<file path="config.mk">
export PLATFORM = sky130hd
export DESIGN_NAME = spi_apb_master
export DESIGN_NICKNAME = d
export VERILOG_FILES = /design/src/rtl/spi_apb_master.sv
export SDC_FILE = /design/constraint.sdc
export NUM_CORES = 1
export LEC_CHECK = 0
export ABC_CLOCK_PERIOD_IN_PS = 4100
export CAP_MARGIN = 5
export CORE_MARGIN = 5
export CORE_UTILIZATION = 40
export DETAILED_ROUTE_END_ITERATION = 8
export HOLD_SLACK_MARGIN = 0.03
export PLACE_DENSITY = 0.79
export SYNTH_ARGS = -nofsm -noshare
export SYNTH_HDL_FRONTEND = slang
export SYNTH_SLANG_ARGS = --single-unit
</file>
<file path="constraint.sdc">
create_clock -name pclk -period 4.1 [get_ports pclk]
set_clock_uncertainty 0.2 [all_clocks]
set_input_delay 1.025 -clock pclk [delete_from_list [all_inputs] [get_ports pclk]]
set_output_delay 1.025 -clock pclk [all_outputs]
set_load 0.05 [all_outputs]
</file>
<file path="src/rtl/spi_apb_master.sv">
// spi_apb_master
//   APB requester for the SPI block's register port. It turns a valid/ready
//   command stream into APB SETUP/ACCESS phases and returns read data and
//   error status on a valid/ready response channel. Only one transaction is
//   in flight at a time.
//
//   Ports
//     pclk, preset                  clock (rising edge), async active-high reset
//     cmd_valid/cmd_ready           command handshake
//     cmd_write/addr/wdata/strb/prot  command fields, sampled on accept
//     rsp_valid/rsp_ready           response handshake
//     rsp_rdata/slverr/timeout      response fields, held while rsp_valid
//     paddr..pstrb, psel, penable   APB request outputs, all registered
//     pready, prdata, pslverr       APB completion inputs
//
//   Build option
//     SPI_APB_MASTER_TIMEOUT_EN  when defined, an ACCESS watchdog aborts a
//     transfer after TIMEOUT_CYCLES wait cycles (rsp_slverr = rsp_timeout = 1).
//     When undefined, ACCESS waits indefinitely and rsp_timeout stays 0.
//
//   state  | meaning
//   -------+-----------------------------------------------------------
//   IDLE   | ready for a command; psel/penable low
//   SETUP  | command latched; psel is raised on the next edge
//   ACCESS | APB transfer in progress; waits for pready with penable high
//   RESP   | response presented until rsp_ready

module spi_apb_master #(
    parameter int ADDR_WIDTH     = 5,
    parameter int DATA_WIDTH     = 32,
    parameter int TIMEOUT_CYCLES = 16
) (
    input  logic                  pclk,
    input  logic                  preset,
    input  logic                  cmd_valid,
    output logic                  cmd_ready,
    input  logic                  cmd_write,
    input  logic [ADDR_WIDTH-1:0] cmd_addr,
    input  logic [DATA_WIDTH-1:0] cmd_wdata,
    input  logic [3:0]            cmd_strb,
    input  logic [2:0]            cmd_prot,
    output logic                  rsp_valid,
    input  logic                  rsp_ready,
    output logic [DATA_WIDTH-1:0] rsp_rdata,
    output logic                  rsp_slverr,
    output logic                  rsp_timeout,
    output logic [ADDR_WIDTH-1:0] paddr,
    output logic [2:0]            pprot,
    output logic                  psel,
    output logic                  penable,
    output logic                  pwrite,
    output logic [DATA_WIDTH-1:0] pwdata,
    output logic [3:0]            pstrb,
    input  logic                  pready,
    input  logic [DATA_WIDTH-1:0] prdata,
    input  logic                  pslverr
);

    if (TIMEOUT_CYCLES < 1 || TIMEOUT_CYCLES > 255) begin : g_bad_timeout
        $error("spi_apb_master: TIMEOUT_CYCLES must be within 1..255");
    end

    typedef enum logic [1:0] {
        S_IDLE,
        S_SETUP,
        S_ACCESS,
        S_RESP
    } state_t;

    state_t                  state_q, state_d;
    logic                    cmd_ready_q, cmd_ready_d;
    logic                    psel_q, psel_d;
    logic                    penable_q, penable_d;
    logic [ADDR_WIDTH-1:0]   paddr_q, paddr_d;
    logic [2:0]              pprot_q, pprot_d;
    logic                    pwrite_q, pwrite_d;
    logic [DATA_WIDTH-1:0]   pwdata_q, pwdata_d;
    logic [3:0]              pstrb_q, pstrb_d;
    logic                    rsp_valid_q, rsp_valid_d;
    logic [DATA_WIDTH-1:0]   rsp_rdata_q, rsp_rdata_d;
    logic                    rsp_slverr_q, rsp_slverr_d;
    logic                    rsp_timeout_q, rsp_timeout_d;

    logic accept;
    logic xfer_done;
    logic timeout_hit;

    // APB outputs are registered and lag the state by one edge, so the
    // first ACCESS-state cycle still shows penable low on the bus. pready is
    // only honoured once penable is actually high.
    assign accept    = (state_q == S_IDLE) && cmd_ready_q && cmd_valid;
    assign xfer_done = (state_q == S_ACCESS) && penable_q && pready;

`ifdef SPI_APB_MASTER_TIMEOUT_EN
    logic [7:0] wd_cnt_q, wd_cnt_d;

    always_comb begin
        wd_cnt_d = wd_cnt_q;
        if (state_q == S_ACCESS) begin
            if (!penable_q) begin
                wd_cnt_d = 8'd0;
            end else if (!pready) begin
                wd_cnt_d = wd_cnt_q + 8'd1;
            end
        end
    end

    always_ff @(posedge pclk or posedge preset) begin
        if (preset) begin
            wd_cnt_q <= 8'd0;
        end else begin
            wd_cnt_q <= wd_cnt_d;
        end
    end

    // Count holds the number of wait cycles already seen, so the compare
    // fires on the TIMEOUT_CYCLES-th cycle with pready low.
    assign timeout_hit = (state_q == S_ACCESS) && penable_q && !pready &&
                         (wd_cnt_q == 8'(TIMEOUT_CYCLES - 1));
`else
    assign timeout_hit = 1'b0;
`endif

    always_comb begin
        state_d       = state_q;
        psel_d        = psel_q;
        penable_d     = penable_q;
        paddr_d       = paddr_q;
        pprot_d       = pprot_q;
        pwrite_d      = pwrite_q;
        pwdata_d      = pwdata_q;
        pstrb_d       = pstrb_q;
        rsp_valid_d   = rsp_valid_q;
        rsp_rdata_d   = rsp_rdata_q;
        rsp_slverr_d  = rsp_slverr_q;
        rsp_timeout_d = rsp_timeout_q;

        case (state_q)
            S_IDLE: begin
                psel_d    = 1'b0;
                penable_d = 1'b0;
                if (accept) begin
                    paddr_d  = cmd_addr;
                    pprot_d  = cmd_prot;
                    pwrite_d = cmd_write;
                    pwdata_d = cmd_wdata;
                    pstrb_d  = cmd_write ? cmd_strb : 4'h0;
                    state_d  = S_SETUP;
                end
            end
            S_SETUP: begin
                psel_d    = 1'b1;
                penable_d = 1'b0;
                state_d   = S_ACCESS;
            end
            S_ACCESS: begin
                psel_d    = 1'b1;
                penable_d = 1'b1;
                if (xfer_done) begin
                    psel_d        = 1'b0;
                    penable_d     = 1'b0;
                    rsp_valid_d   = 1'b1;
                    rsp_rdata_d   = pwrite_q ? '0 : prdata;
                    rsp_slverr_d  = pslverr;
                    rsp_timeout_d = 1'b0;
                    state_d       = S_RESP;
                end else if (timeout_hit) begin
                    psel_d        = 1'b0;
                    penable_d     = 1'b0;
                    rsp_valid_d   = 1'b1;
                    rsp_rdata_d   = '0;
                    rsp_slverr_d  = 1'b1;
                    rsp_timeout_d = 1'b1;
                    state_d       = S_RESP;
                end
            end
            S_RESP: begin
                if (rsp_ready) begin
                    rsp_valid_d = 1'b0;
                    state_d     = S_IDLE;
                end
            end
            default: begin
                state_d = S_IDLE;
            end
        endcase

        cmd_ready_d = (state_d == S_IDLE);
    end

    always_ff @(posedge pclk or posedge preset) begin
        if (preset) begin
            state_q       <= S_IDLE;
            cmd_ready_q   <= 1'b0;
            psel_q        <= 1'b0;
            penable_q     <= 1'b0;
            paddr_q       <= '0;
            pprot_q       <= 3'b000;
            pwrite_q      <= 1'b0;
            pwdata_q      <= '0;
            pstrb_q       <= 4'h0;
            rsp_valid_q   <= 1'b0;
            rsp_rdata_q   <= '0;
            rsp_slverr_q  <= 1'b0;
            rsp_timeout_q <= 1'b0;
        end else begin
            state_q       <= state_d;
            cmd_ready_q   <= cmd_ready_d;
            psel_q        <= psel_d;
            penable_q     <= penable_d;
            paddr_q       <= paddr_d;
            pprot_q       <= pprot_d;
            pwrite_q      <= pwrite_d;
            pwdata_q      <= pwdata_d;
            pstrb_q       <= pstrb_d;
            rsp_valid_q   <= rsp_valid_d;
            rsp_rdata_q   <= rsp_rdata_d;
            rsp_slverr_q  <= rsp_slverr_d;
            rsp_timeout_q <= rsp_timeout_d;
        end
    end

    assign cmd_ready   = cmd_ready_q;
    assign psel        = psel_q;
    assign penable     = penable_q;
    assign paddr       = paddr_q;
    assign pprot       = pprot_q;
    assign pwrite      = pwrite_q;
    assign pwdata      = pwdata_q;
    assign pstrb       = pstrb_q;
    assign rsp_valid   = rsp_valid_q;
    assign rsp_rdata   = rsp_rdata_q;
    assign rsp_slverr  = rsp_slverr_q;
    assign rsp_timeout = rsp_timeout_q;

endmodule

</file>
Fig. 1: run 1, met1 routing
The bar under the picture is 20 um long.
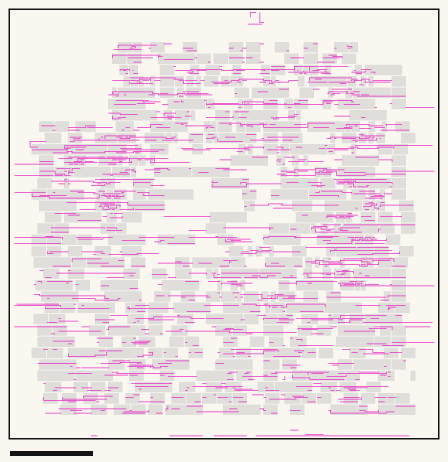
share of all routed wire: 38%
nets with wire on the layer: 463
main direction: horizontal
longest straight run: 36.8 um

Fig. 2: run 1, metal 2
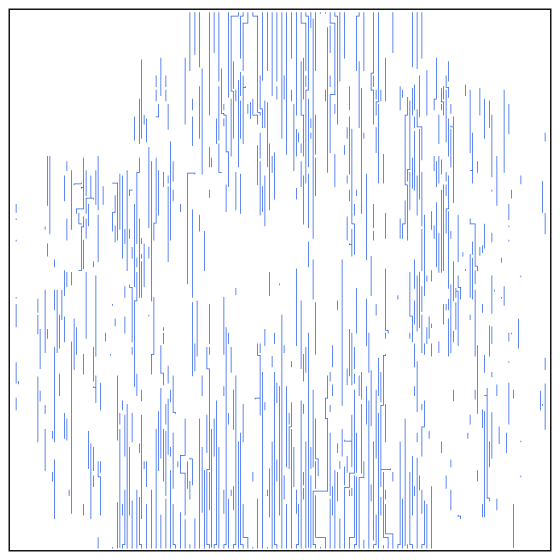
longest straight run: 44.4 um
share of all routed wire: 55%
main direction: vertical
nets with wire on the layer: 475
wire length on this layer: 4,890 um
WL final: 8.94 mm
routed via count: 2,618
met2 Track Usage GR: 0.312

==> results.cfg, run 1 <==
; generated from flow reports
[power_and_ir_drop]
vdd_drop_max_mv = 0.483
comb-power_w = 0.00298
p_switching_w = 0.00245
p_seq_w = 0.00145
share_seq_of_total_power = 0.289
powerDensity_mw_per_mm2 = 940
p_clk_w = 0.000597
power.internal_w = 0.00258
power_leader = combinational cells
pwr-share-comb = 0.593
sw_frac_of_total = 0.487
leakage_nw = 2.32

[worst_setup_path]
path_cells = clkdlybuf4s50_1 > nand3_2 > a21oi_1 > o21ai_1
critical_path.slowest_cell = nand3_2
timing.rr.end = psel
startpoint_type = input port
cp_top_family = simple AND/OR/NAND/NOR gates
cp-endpoint = psel
path_class = input port to register
rrSetupSlack_ns = 1.45
cp.required_ns = 4.11
slowest_delay_ns = 0.87
critPathCaptureType = register
crit_fanout = 65

[grt]
grt_pass1_vias = 2769
grt_max_degree = 66
use_met1 = 0.192
grt_first_pass_wirelength_mm = 13.8
antenna_found_initial = 0

[drt]
highest_layer = met4
postRouteAntennaNets = 0
wl_per_cell_um = 16.1
drt_iter0_drc = 53
drc = 0
met3_length_um = 520
routed-wl-met2_mm = 4.89

[synth]
yosysWarnings = 0
yosys.area.top_type = dfrtp_1
mux_area_frac = 0.137
xor_share = 0
ys_async_sr_fraction = 1.00
synth_adder_area_share = 0.0218
synthCells = 282
simple_gate_share = 0.120
postSynthSeqShare = 0.610
ys_chip_area_mm2 = 0.00345
ys_sh_aoi = 0.0773
synthFlopType = dfrtp_1
top_area_frac = 0.610
numSynthFlops = 84

[floorplan]
ios = 166
fp-utilization = 0.415
die_w_um = 103
rows = 33
fp.coreArea_mm2 = 0.00830

[timing]
finalMaxSlewViolations = 0
hold_viol_final = 0
slew_headroom = 0.253
max_slew.worst_pin.slew_ns = 1.12
fin_hold_ws_ns = 0.288

[clocking]
holdBufCountCts = 0
cts_tree = done
clock.latency.late_pin_ns = 0.33
cts_resized = 0

[outcome]
status = finished clean

[min_path]
hp-class = register to register
min_from = rsp_rdata[29]
holdPathStages = 2

[cells_and_area]
lay_top_count = clkdlybuf4s50_1
area_delta_synth_final_pct = 55.4
finalNonFillerCells = 554
ff_count = 84
multiInputGateArea_mm2 = 0.00124
n_antenna_cell = 0
n_all_buffers = 168
buf_share = 0.312
mostFrequentLayoutCells = clkdlybuf4s50_1 (164), dfrtp_1 (84), nand2_1 (44), mux2_1 (42), o21ai_1 (38)

[placed_design]
gp_congestion = 0.781
place_ws_ns = 0.805
dp_hpwl_mm = 6.89

[flow_run]
maxCapViolations = 0
Fig. 3: run 1, signal wires on met3
The bar under the picture is 20 um long.
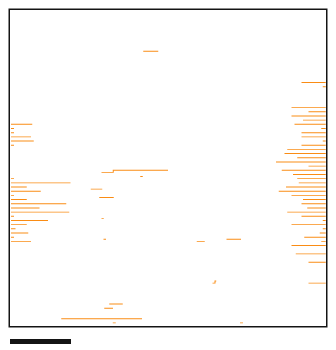
wire length on this layer: 520 um
nets with wire on the layer: 69
longest straight run: 26.0 um
main direction: horizontal
met3 usage: 0.0311

Fig. 4: run 1, sizing map
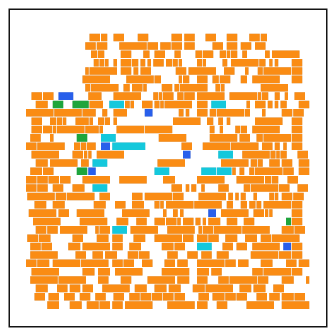
| colour | size | cells |
|---|---|---|
| cyan | x6 and larger | 12 |
| green | x2 | 5 |
| orange | x1 and smaller | 425 |
| blue | x3 and x4 | 7 |

Fig. 5: run 1, clock wiring as the flow saved it
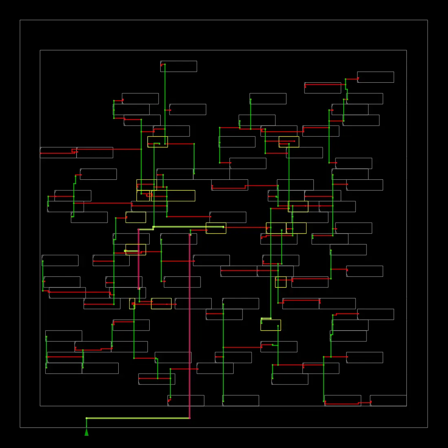

--- run 2 (diff from run 1) ---
--- a/config.mk
+++ b/config.mk
@@ -5,7 +5,7 @@
 export SDC_FILE = /design/constraint.sdc
 export NUM_CORES = 1
 export LEC_CHECK = 0
-export ABC_CLOCK_PERIOD_IN_PS = 4100
+export ABC_CLOCK_PERIOD_IN_PS = 3010
 export CAP_MARGIN = 5
 export CORE_MARGIN = 5
 export CORE_UTILIZATION = 40
==> constraint.sdc (replaced) <==
create_clock -name pclk -period 3.01 [get_ports pclk]
set_clock_uncertainty 0.2 [all_clocks]
set_input_delay 0.7525 -clock pclk [delete_from_list [all_inputs] [get_ports pclk]]
set_output_delay 0.7525 -clock pclk [all_outputs]
set_load 0.05 [all_outputs]
Fig. 6: run 2, clock wiring as the flow saved it
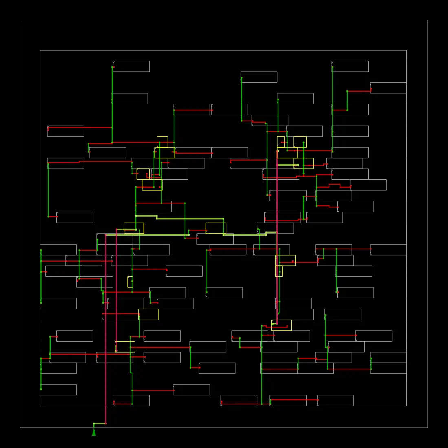
Clk Latency, worst-skew pair: 0.34 ns
Num CTS Buffers: 9
# clock sinks: 84

==> run 2 against run 1 <==
- count of clock-buffer cells in the layout decreased by 1
- final area increased by 0.28%
- total power grew 35%
- clock power grew 22%
- die area unchanged
- combinational power grew 37%
- first-iteration DRC count is 40% higher
- sequential cell count is the same
- critical path depth fell by 3
- sequential share of layout area fell by 0.11 points
==> results.cfg, run 2 <==
; generated from flow reports
[outcome]
status = finished clean

[power_and_ir_drop]
power.internal_w = 0.00343
comb-power_w = 0.00409
share_seq_of_total_power = 0.290
leakage_nw = 2.32
p_clk_w = 0.000731
vdd_drop_max_mv = 0.684
sw_frac_of_total = 0.495
pwr-share-comb = 0.602

[synth]
xor_share = 0
synth_adder_area_share = 0.0218
synthFlopType = dfrtp_1
postSynthSeqShare = 0.610
yosys.area.top_type = dfrtp_1
synthCells = 282
ys_async_sr_fraction = 1.00
numSynthFlops = 84
simple_gate_share = 0.120

[worst_setup_path]
critical_path.slowest_cell = clkdlybuf4s50_1
crit_fanout = 6
critPathCaptureType = output port
cp-endpoint = penable

[timing]
hold_viol_final = 0
fin_hold_ws_ns = 0.289

[clocking]
cts_tree = done
cts_resized = 0

[drt]
wl_per_cell_um = 16.1
drc = 0
routed-wl-met2_mm = 4.66
met3_length_um = 588

[cells_and_area]
finalNonFillerCells = 555
ff_count = 84
lay_top_count = clkdlybuf4s50_1
multiInputGateArea_mm2 = 0.00124
n_all_buffers = 168

[grt]
grt_use_met3 = 0.0359
use_met2 = 0.307
grt_pass1_vias = 2764

[min_path]
holdPathStages = 2
min_from = pstrb[3]

[floorplan]
fp-utilization = 0.415
rows = 33

[placed_design]
gp_congestion = 0.796
Fig. 7: run 2, met1 routing
The bar under the picture is 20 um long.
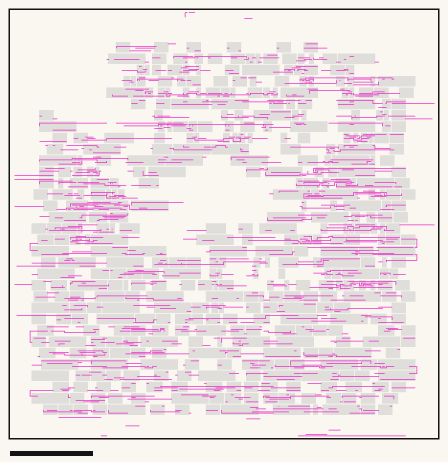

--- run 3 (diff from run 2) ---
--- a/config.mk
+++ b/config.mk
@@ -5,13 +5,15 @@
 export SDC_FILE = /design/constraint.sdc
 export NUM_CORES = 1
 export LEC_CHECK = 0
-export ABC_CLOCK_PERIOD_IN_PS = 3010
+export ABC_CLOCK_PERIOD_IN_PS = 2400
 export CAP_MARGIN = 5
 export CORE_MARGIN = 5
 export CORE_UTILIZATION = 40
+export CTS_BUF_LIST = sky130_fd_sc_hd__clkbuf_16
 export DETAILED_ROUTE_END_ITERATION = 8
 export HOLD_SLACK_MARGIN = 0.03
 export PLACE_DENSITY = 0.79
+export SKIP_CTS_REPAIR_TIMING = 1
 export SYNTH_ARGS = -nofsm -noshare
 export SYNTH_HDL_FRONTEND = slang
 export SYNTH_SLANG_ARGS = --single-unit
==> constraint.sdc (replaced) <==
create_clock -name pclk -period 2.4 [get_ports pclk]
set_clock_uncertainty 0.2 [all_clocks]
set_input_delay 0.6 -clock pclk [delete_from_list [all_inputs] [get_ports pclk]]
set_output_delay 0.6 -clock pclk [all_outputs]
set_load 0.05 [all_outputs]
Fig. 8: run 3, met1 routing
The bar under the picture is 20 um long.
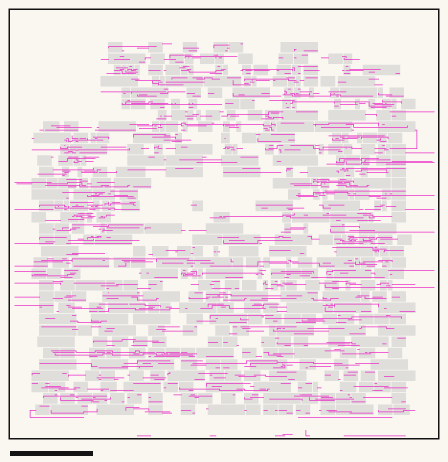
longest straight run: 28.1 um
main direction: horizontal
WL final: 9.08 mm
M1 GR Usage: 0.194
routed via count: 2,595

==> run 3 against run 2 <==
- cell count increased by 0.18%
- register-to-register slack got worse by 0.47 ns
- sequential power increased by 26%
- largest cell class unchanged
- largest power group unchanged
- first-iteration DRC count increased by 1.4%
==> results.cfg, run 3 <==
; generated from flow reports
[outcome]
status = finished clean

[synth]
top_area_frac = 0.610
yosys.area.top_type = dfrtp_1
mux_area_frac = 0.137
ys_chip_area_mm2 = 0.00345
synthTopCellsByArea = dfrtp_1 (61%), mux2_1 (14%), nand2b_1 (6.0%), o21ai_1 (5.5%), nand2_1 (4.8%)
netlist_logic_family_top = multiplexers
synth_area_mm2 = 0.00345
postSynthSeqShare = 0.610
yosysWarnings = 0
ys_async_sr_fraction = 1.00
ys_sh_aoi = 0.0773
synthFlopType = dfrtp_1
synth_adder_area_share = 0.0218
numSynthFlops = 84
simple_gate_share = 0.120
synthCells = 282
xor_share = 0

[worst_setup_path]
cp.required_ns = 1.60
critPathCaptureType = output port
path_class = register to output port
cp-endpoint = rsp_valid
startpoint_type = register
path_cells = clkdlybuf4s50_1
slowest_delay_ns = 0.82
crit_fanout = 3
critical_path.slowest_cell = clkdlybuf4s50_1
timing.rr.end = pwdata[9]
cp_top_family = buffers and inverters
rrSetupSlack_ns = 0.46

[floorplan]
fp-utilization = 0.415
ios = 166
die_w_um = 103
fp.coreArea_mm2 = 0.00830

[timing]
fin_hold_ws_ns = 0.283
finalMaxSlewViolations = 0
max_slew.worst_pin.slew_ns = 0.545
hold_viol_final = 0
slew_headroom = 0.636

[power_and_ir_drop]
sw_frac_of_total = 0.476
p_clk_w = 0.00141
powerDensity_mw_per_mm2 = 1640
leakage_nw = 2.39
power.internal_w = 0.00473
p_switching_w = 0.00430
p_seq_w = 0.00248
pwr-share-comb = 0.568
vdd_drop_max_mv = 0.840
comb-power_w = 0.00513
share_seq_of_total_power = 0.275
power_leader = combinational cells

[grt]
grt_pass1_vias = 2804
grt_first_pass_wirelength_mm = 14.0
use_met2 = 0.326
antenna_found_initial = 0
grt_use_met3 = 0.0345
grt_max_degree = 65

[cells_and_area]
multiInputGateArea_mm2 = 0.00124
mostFrequentLayoutCells = clkdlybuf4s50_1 (160), dfrtp_1 (84), nand2_1 (44), mux2_1 (42), o21ai_1 (38)
n_all_buffers = 169
ff_count = 84
area_delta_synth_final_pct = 59.9
n_antenna_cell = 0
finalNonFillerCells = 556
buf_share = 0.312
lay_top_count = clkdlybuf4s50_1
flop_area_mm2 = 0.00210

[clocking]
cts_tree = done
cts_sinks = 84
root_buffer = clkbuf_16
numCtsBuffers = 9
clock.latency.late_pin_ns = 0.33

[drt]
drc = 0
highest_layer = met4
routed-wl-met2_mm = 5.06
drt_iter0_drc = 75
met3_length_um = 514
wl_per_cell_um = 16.3
postRouteAntennaNets = 0

[min_path]
worstHoldEndpoint = rsp_slverr
hp-class = register to register
min_from = rsp_slverr
holdPathStages = 1

[flow_run]
maxCapViolations = 0

[placed_design]
dp_hpwl_mm = 6.94
gp_congestion = 0.789
place_ws_ns = 0.209
Power figures rest on the tool's default switching activity, not on a simulated workload.
